### Congestion heat map

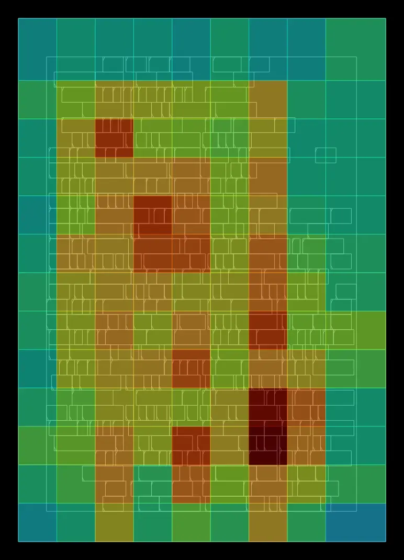
### Signal metal coverage by tile

(4 px per um) The die is cut into 13 by 19 equal tiles; dark blue is low, red is high, scaled to the fullest tile. Values are wire area over tile area, all layers added.
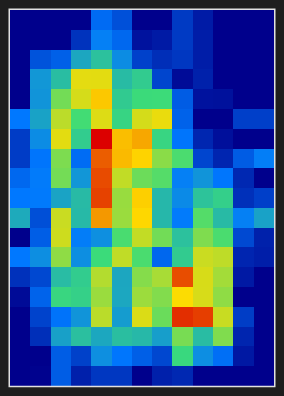
### Signal wires on met3

(4 px per um)
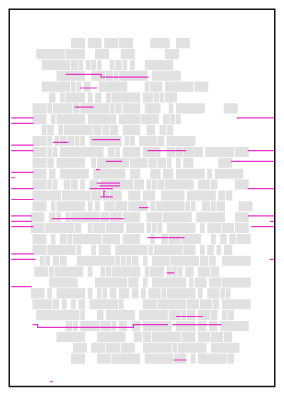
### Ports around the boundary

(4 px per um) Pins as bars across the die edge, other pins in gray.
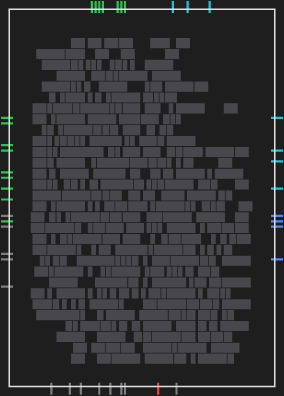
### M2 wires

(4 px per um)
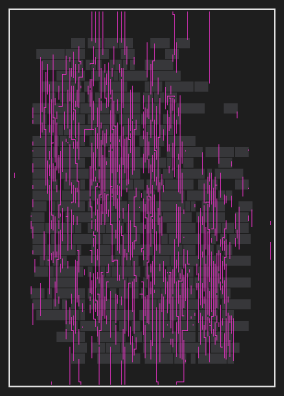
==> config.mk <==
export PLATFORM = sky130hd
export DESIGN_NAME = seg7_scan
export DESIGN_NICKNAME = d
export VERILOG_FILES = /design/src/rtl/seg7_scan.sv
export SDC_FILE = /design/constraint.sdc
export NUM_CORES = 1
export LEC_CHECK = 0
export ABC_AREA = 0
export CORE_ASPECT_RATIO = 1.5
export CORE_MARGIN = 5
export CORE_UTILIZATION = 57
export DETAILED_ROUTE_END_ITERATION = 7
export PLACE_DENSITY = 0.95
export SLEW_MARGIN = 5
export SYNTH_ARGS = -nofsm -noshare
export SYNTH_HDL_FRONTEND = slang
export SYNTH_SLANG_ARGS = --single-unit
==> constraint.sdc <==
create_clock -name clk -period 5.08 [get_ports clk]
set_input_delay 0.508 -clock clk [delete_from_list [all_inputs] [get_ports clk]]
set_output_delay 0.508 -clock clk [all_outputs]
set_load 0.005 [all_outputs]
==> run summary <==
This note records the results obtained with Yosys and OpenROAD.

Global route
The total overflow left after global routing is 0.

Critical path
The worst-path maximum fanout is 14. The category of the worst setup path launch point is a flop. The combined buffer and inverter count along the critical path is 1. Data on the critical path is required at its endpoint by 5.34 ns.

Layout
Leaving out fill and tap cells, the most frequent cell in the layout is sky130_fd_sc_hd__nand2_1. By area, the class that comes first in the final layout consists of logic gates. According to the cell report, flip-flops and latches in the layout number 59. Per the run report, area growth between synthesis and finish was 24.5%. The layout cell share with drive strength beyond 1 is 0.0901. In the final layout, flip-flops and latches occupy 0.00118 mm^2.

The final layout report lists a clock buffer count of 10. Per the final report, the share of cell area in clock cells is 0.0679. Multi-input logic gates represent a cell area share of 0.423. Registers represent a cell area share of 0.354.

For this run, the post-layout net count is 379.

Power and ir drop
The power report attributes to the combinational group a share of 0.091. The combinational-cell power consumption is 0.0967 mW. The proportion of power drawn by the clock network is 0.448.

The register share of total power is 0.462. For the sequential group, total power comes out at 0.493 mW. For this design the total switching power over the nets is 0.250 mW. The net switching fraction of the power is 0.234. The areal power density over the cells is 320 mW/mm^2. In this run, power in the clock network comes to 0.478 mW.

Timing
The transition time recorded at the tightest slew-check pin is 0.703 ns. The final count of hold timing violations is 0. Setup repair after global routing left no endpoint under its margin. The post-layout worst setup margin is 2.21 ns.

Final hold analysis gives a worst-case slack of 0.459 ns. The share of the cycle needed by the critical path after routing is 0.565. In the final report, the number of pins over their slew limit comes to 0. The final total negative setup slack is 0 ns.

Synth
The count of library flops with an enable pin is 0. The top logic cell family in the synthesized netlist is simple AND/OR/NAND/NOR gates. Ranked by instance count, the synthesized netlist is headed by 73 x sky130_fd_sc_hd__nand2_1, 59 x sky130_fd_sc_hd__dfxtp_1, 34 x sky130_fd_sc_hd__a21oi_1, 19 x sky130_fd_sc_hd__nor2_1, 12 x sky130_fd_sc_hd__ha_1. Summing all multiplexer cells gives an area fraction of 0.0738. Per the synth log, the flip-flop and latch total comes to 59.

The most instantiated flip-flop cell in the synthesis netlist is sky130_fd_sc_hd__dfxtp_1. The simple logic cell fraction of the synthesized area is 0.230.

Clock network
The CTS clock-pin slew for the worst setup and hold paths is 0.07 ns. The maximum count of clock buffers along a single path is 2.

Place
The area after detailed placement is 0.00311 mm^2.

Outcome
The run finished with clean final reports.

Run
The number of logged tool warnings is 35.

Floorplan
The effective utilization at floorplan is 0.590.
Notes on 'Congestion heat map' above:
Tot GR Track Use: 0.195
met2 track demand over resource in global routing: 0.351
post-layout utilization of the core: 0.734
global route hottest layer: met2
met1 Resource Use GR: 0.193

Notes on 'Signal metal coverage by tile' above:
tiles over half the peak: 26%
fullest tile: 0.46
densest ninth of the die: middle
total number of vias: 2,196
Total Wirelength: 5430 um
Wirelength per Cell: 13.3 um

Notes on 'Signal wires on met3' above:
main direction: horizontal
nets with wire on the layer: 35
share of all routed wire: 5.1%
longest straight run: 23.9 um
wire length on this layer: 274 um
met3 Resource Use GR: 0.0647

Notes on 'Ports around the boundary' above:
[`frame`] red | pins: 1 | direction: output | edge: bottom
[`value`] green | pins: 16 | direction: input | edge: 9 left, 7 top
[`an`] blue | pins: 4 | direction: output | edge: right
[`seg`] cyan | pins: 7 | direction: output | edge: 4 right, 3 top
vertical extent of the die: 94.0 um
number of port buffers: 40
Die Span X: 66.0 um

Notes on 'M2 wires' above:
wire length on this layer: 2,920 um
nets with wire on the layer: 309
longest straight run: 29.2 um
main direction: vertical

Power and IR drop assume default switching activity.
